`src/rtl/ones_checksum_accum_pkg.sv`:
```
// Shared types and default sizing for the ones'-complement checksum engine.
package ones_checksum_accum_pkg;
  typedef enum logic [1:0] {IDLE = 2'd0, ACCUM = 2'd1, DONE = 2'd2} state_t;
  localparam int DEF_W     = 4;
  localparam int DEF_CNT_W = 8;
endpackage

```
`src/rtl/ones_checksum_accum_if.sv`:
```
// Word stream in, checksum result out; master is the producer/consumer side.
interface ones_checksum_accum_if #(parameter int W = 4, parameter int CNT_W = 8);
  logic             in_valid;
  logic             in_ready;
  logic [W-1:0]     in_data;
  logic             in_last;
  logic             sum_valid;
  logic             sum_ready;
  logic [W-1:0]     sum_data;
  logic [CNT_W-1:0] sum_count;

  modport master (output in_valid, in_data, in_last, sum_ready,
                  input  in_ready, sum_valid, sum_data, sum_count);
  modport slave  (input  in_valid, in_data, in_last, sum_ready,
                  output in_ready, sum_valid, sum_data, sum_count);
endinterface

```
`src/rtl/ones_checksum_accum_fold.sv`:
```
// Combinational W-bit ones'-complement add with end-around carry.
module oc_fold_add #(parameter int W = 4) (
  input  logic [W-1:0] a,
  input  logic [W-1:0] b,
  output logic [W-1:0] y
);
  logic [W:0] s;
  assign s = {1'b0, a} + {1'b0, b};
  // Re-adding the carry cannot overflow again: s[W-1:0] <= 2**W-2 when s[W]=1.
  assign y = s[W-1:0] + W'(s[W]);
endmodule

```
`src/rtl/ones_checksum_accum.sv`:
```
// Streaming ones'-complement checksum: folds packet words, emits ~sum and word count.
module ones_checksum_accum
  import ones_checksum_accum_pkg::*;
#(
  parameter int W     = DEF_W,
  parameter int CNT_W = DEF_CNT_W
) (
  input logic                  clk,
  input logic                  rst,
  ones_checksum_accum_if.slave bus
);
  state_t           state, state_nxt;
  logic [W-1:0]     acc, fold_y, sum_data_q;
  logic [CNT_W-1:0] cnt, cnt_inc, sum_count_q;
  logic             accept, release_res;

  oc_fold_add #(.W(W)) u_fold (.a(acc), .b(bus.in_data), .y(fold_y));

  assign cnt_inc       = (cnt == '1) ? cnt : cnt + CNT_W'(1);
  assign bus.sum_data  = sum_data_q;
  assign bus.sum_count = sum_count_q;

  always_ff @(posedge clk) begin
    if (rst) state <= IDLE;
    else     state <= state_nxt;
  end

  always_comb begin
    state_nxt     = state;
    bus.in_ready  = 1'b0;
    bus.sum_valid = 1'b0;
    accept        = 1'b0;
    release_res   = 1'b0;
    case (state)
      IDLE, ACCUM: begin
        bus.in_ready = 1'b1;
        accept       = bus.in_valid;
        if (accept) state_nxt = bus.in_last ? DONE : ACCUM;
      end
      DONE: begin
        bus.sum_valid = 1'b1;
        release_res   = bus.sum_ready;
        if (bus.sum_ready) state_nxt = IDLE;
      end
      default: state_nxt = IDLE;
    endcase
  end

  // acc/cnt are zero in IDLE, so the first beat uses the same fold path.
  always_ff @(posedge clk) begin
    if (rst) begin
      acc         <= '0;
      cnt         <= '0;
      sum_data_q  <= '0;
      sum_count_q <= '0;
    end else if (accept) begin
      acc <= fold_y;
      cnt <= cnt_inc;
      if (bus.in_last) begin
        sum_data_q  <= ~fold_y;
        sum_count_q <= cnt_inc;
      end
    end else if (release_res) begin
      acc         <= '0;
      cnt         <= '0;
      sum_data_q  <= '0;
      sum_count_q <= '0;
    end
  end
endmodule
```
`src/flat_wrapper.sv`:
```
// flat-port wrapper written by rule: the top's interface ports become plain ports
module ones_checksum_accum_flat import ones_checksum_accum_pkg::*;
#(
  parameter int W     = DEF_W,
  parameter int CNT_W = DEF_CNT_W
)
  (clk, rst, bus_in_valid, bus_in_data, bus_in_last, bus_sum_ready, bus_in_ready, bus_sum_valid, bus_sum_data, bus_sum_count);
  ones_checksum_accum_if #(.W(W), .CNT_W(CNT_W)) bus_i ();
  input logic clk;
  input logic rst;
  input wire logic [$bits(bus_i.in_valid)-1:0] bus_in_valid;
  input wire logic [$bits(bus_i.in_data)-1:0] bus_in_data;
  input wire logic [$bits(bus_i.in_last)-1:0] bus_in_last;
  input wire logic [$bits(bus_i.sum_ready)-1:0] bus_sum_ready;
  output wire logic [$bits(bus_i.in_ready)-1:0] bus_in_ready;
  output wire logic [$bits(bus_i.sum_valid)-1:0] bus_sum_valid;
  output wire logic [$bits(bus_i.sum_data)-1:0] bus_sum_data;
  output wire logic [$bits(bus_i.sum_count)-1:0] bus_sum_count;
  assign bus_i.in_valid = bus_in_valid;
  assign bus_i.in_data = bus_in_data;
  assign bus_i.in_last = bus_in_last;
  assign bus_i.sum_ready = bus_sum_ready;
  assign bus_in_ready = bus_i.in_ready;
  assign bus_sum_valid = bus_i.sum_valid;
  assign bus_sum_data = bus_i.sum_data;
  assign bus_sum_count = bus_i.sum_count;
  ones_checksum_accum #(.W(W), .CNT_W(CNT_W)) u_core (.clk(clk), .rst(rst), .bus(bus_i));
endmodule
```
`config.mk`:
```
export PLATFORM = sky130hd
export DESIGN_NAME = ones_checksum_accum_flat
export DESIGN_NICKNAME = d
export VERILOG_FILES = /design/src/rtl/ones_checksum_accum_pkg.sv /design/src/rtl/ones_checksum_accum_if.sv /design/src/rtl/ones_checksum_accum_fold.sv /design/src/rtl/ones_checksum_accum.sv /design/src/flat_wrapper.sv
export SDC_FILE = /design/constraint.sdc
export NUM_CORES = 1
export LEC_CHECK = 0
export CELL_PAD_IN_SITES_DETAIL_PLACEMENT = 2
export CELL_PAD_IN_SITES_GLOBAL_PLACEMENT = 2
export CORE_UTILIZATION = 31
export CTS_CLUSTER_SIZE = 28
export DETAILED_ROUTE_END_ITERATION = 6
export PLACE_DENSITY_LB_ADDON = 0.1
export RECOVER_POWER = 100
export SYNTH_ARGS = -nofsm -noshare
export SYNTH_HDL_FRONTEND = slang
export SYNTH_SLANG_ARGS = --single-unit
```
`constraint.sdc`:
```
create_clock -name clk -period 2.9 [get_ports clk]
set_input_delay 0.58 -clock clk [delete_from_list [all_inputs] [get_ports clk]]
set_output_delay 0.58 -clock clk [all_outputs]
set_load 0.02 [all_outputs]
```
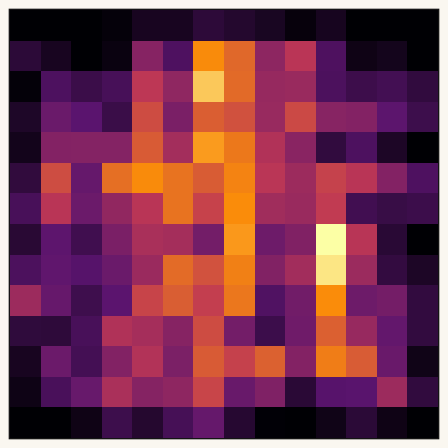
wire_density.png
The die is cut into 14 by 14 equal tiles; black is low, pale yellow is high, scaled to the fullest tile. Values are wire area over tile area, all layers added.
fullest tile: 0.43
mean over tiles: 0.14
densest ninth of the die: centre
nearly empty tiles: 9.2%
final routed wirelength across all metal layers: 4.194 mm
global-route total usage across every layer: 0.1978
routed wire length per instance: 18.23 um
total vias in the final route: 1309

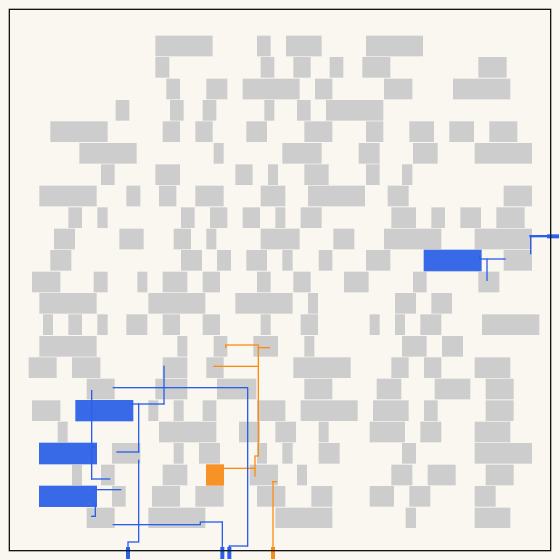
port_nets.png
| port | colour | bits | direction | edge | end cells | buffers | wire |
|---|---|---|---|---|---|---|---|
| bus_sum_valid | orange | 1 | output | bottom | 1 | 1 | 41.6 um |
| bus_sum_data | blue | 4 | output | 3 bottom, 1 right | 4 | 4 | 117 um |
Boundary Pins: 23
count of buffers inserted at the top-level ports: 22

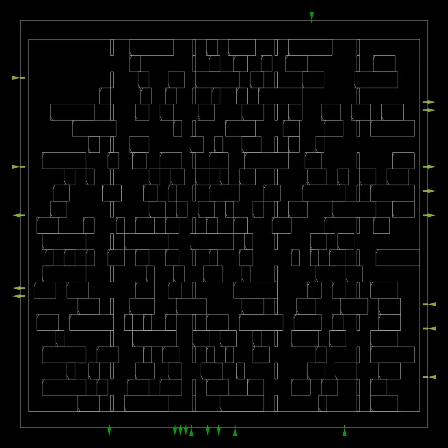
final_placement.png
flop count: 26
final cell utilization of the core: 0.4138
fill count: 478
number of placement rows: 23
fraction of standard cell area that is sequential: 0.3057

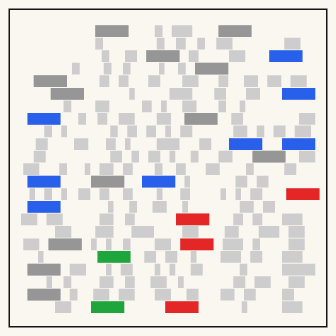
registers.png
Other sequential cells in the stronger grey, the rest of the logic in the fainter grey.
| signal | colour | placed flops |
|---|---|---|
| u_core.acc | red | 4 |
| u_core.state | green | 2 |
| u_core.bus.sum_count | blue | 8 |
not coloured: 12
sequential power: 391 uW
sequential standard cell area: 520.5 um2

==> summary.txt <==
Physical design

The clock network area share stands at 0.02425. Among all cell classes, the greatest summed area belongs to logic gates. For this run, the chip area from Yosys synthesis comes to 1370 um2. Clock buffers in the final layout number 3. Setup repair after global routing left no endpoint under its margin.

STA lists the startpoint of the worst register-to-register path as u_core.acc[0]$_SDFFE_PP0P_. Global route summary, busiest routing layer listed as met2. The plain and repair buffers instantiated in the layout total 29.

On met1, the global router reports a usage of 0.2447. The post-placement cell count stands at 227. The most common logic cells in the final layout are sky130_fd_sc_hd__dfxtp_1 (26), sky130_fd_sc_hd__a21oi_1 (16), sky130_fd_sc_hd__dlygate4sd3_1 (16). The post-CTS resize count stands at 0.

The signal on the critical path passes through clkdlybuf4s50_1 -> ha_1 -> fa_1 -> a21oi_1 -> o21bai_1 -> ha_1 -> and4_1 -> or4_1 -> nand3_1. According to the finish report, the design has a final net count of 199. According to the tapcell log, the count of inserted taps is 50.

The share of total power dissipated in combinational logic is 0.239. The worst setup path is of the in2reg kind. The count of buffer and inverter cells on the critical path stands at 1. The count of endpoints failing setup in the final report stands at 0. The script computed a power per unit cell area of 467.8 nW/um2. 0 antenna diodes ended up in the layout.

Per the synth stats, the proportion of register bits with asynchronous set or reset is 0. The highest fanout seen on the critical path stands at 4. The sequential area share after synthesis stands at 0.3799. Per the final report, max-transition violations number 0.

The number of warning messages in the yosys log stands at 0. The proportion of power drawn by flip-flops and latches stands at 0.491. Data on the critical path arrives at its endpoint at 2910 ps. The number of antenna violations at the first check in global routing came to 0. The timing report attributes the biggest portion of critical-path delay to adder cells. Leaving out the clock tree, the finished layout contains an inverter count of 2. Overall power consumption after layout is estimated at 796.7 uW. The transition at the pin with the smallest max-transition slack stands at 750.3 ps. Detailed routing placed a total of 2.047 mm of wire on met2. The met2 track utilization from global routing stands at 0.3395.

The largest individual stage delay along the critical path comes from the cell sky130_fd_sc_hd__or4_1. The number of synthesized flops with an enable pin stands at 0. For the worst min-delay path, the startpoint reported by OpenROAD is u_core.bus.sum_count[6]$_SDFFE_PP0P_. The highest achievable clock rate stands at 372.0 MHz. The area fraction in mux cells stands at 0.007306. Leaving out buffers and inverters, the combinational logic in the layout accounts for 809.5 um2. The data required time at the worst endpoint stands at 3130 ps. The script computed the net switching share of total power as 0.3075. Sorting the synthesis cell report by count puts at the top sky130_fd_sc_hd__dfxtp_1. The flow ran to the end, and the final reports show no timing, DRC or antenna violations. STA classifies the critical path endpoint as a flop. For this run, global-route usage on met3 was measured as 0.03167. The number of search-and-repair iterations in the first detailed-routing pass stands at 4. The total clock network power stands at 215 uW. Multi-input logic gates represent a cell area share of 0.4754. Final hold analysis gives a worst-case slack of 462.6 ps. Signal nets in the final route climb as high as met4.
Power and IR drop assume default switching activity.
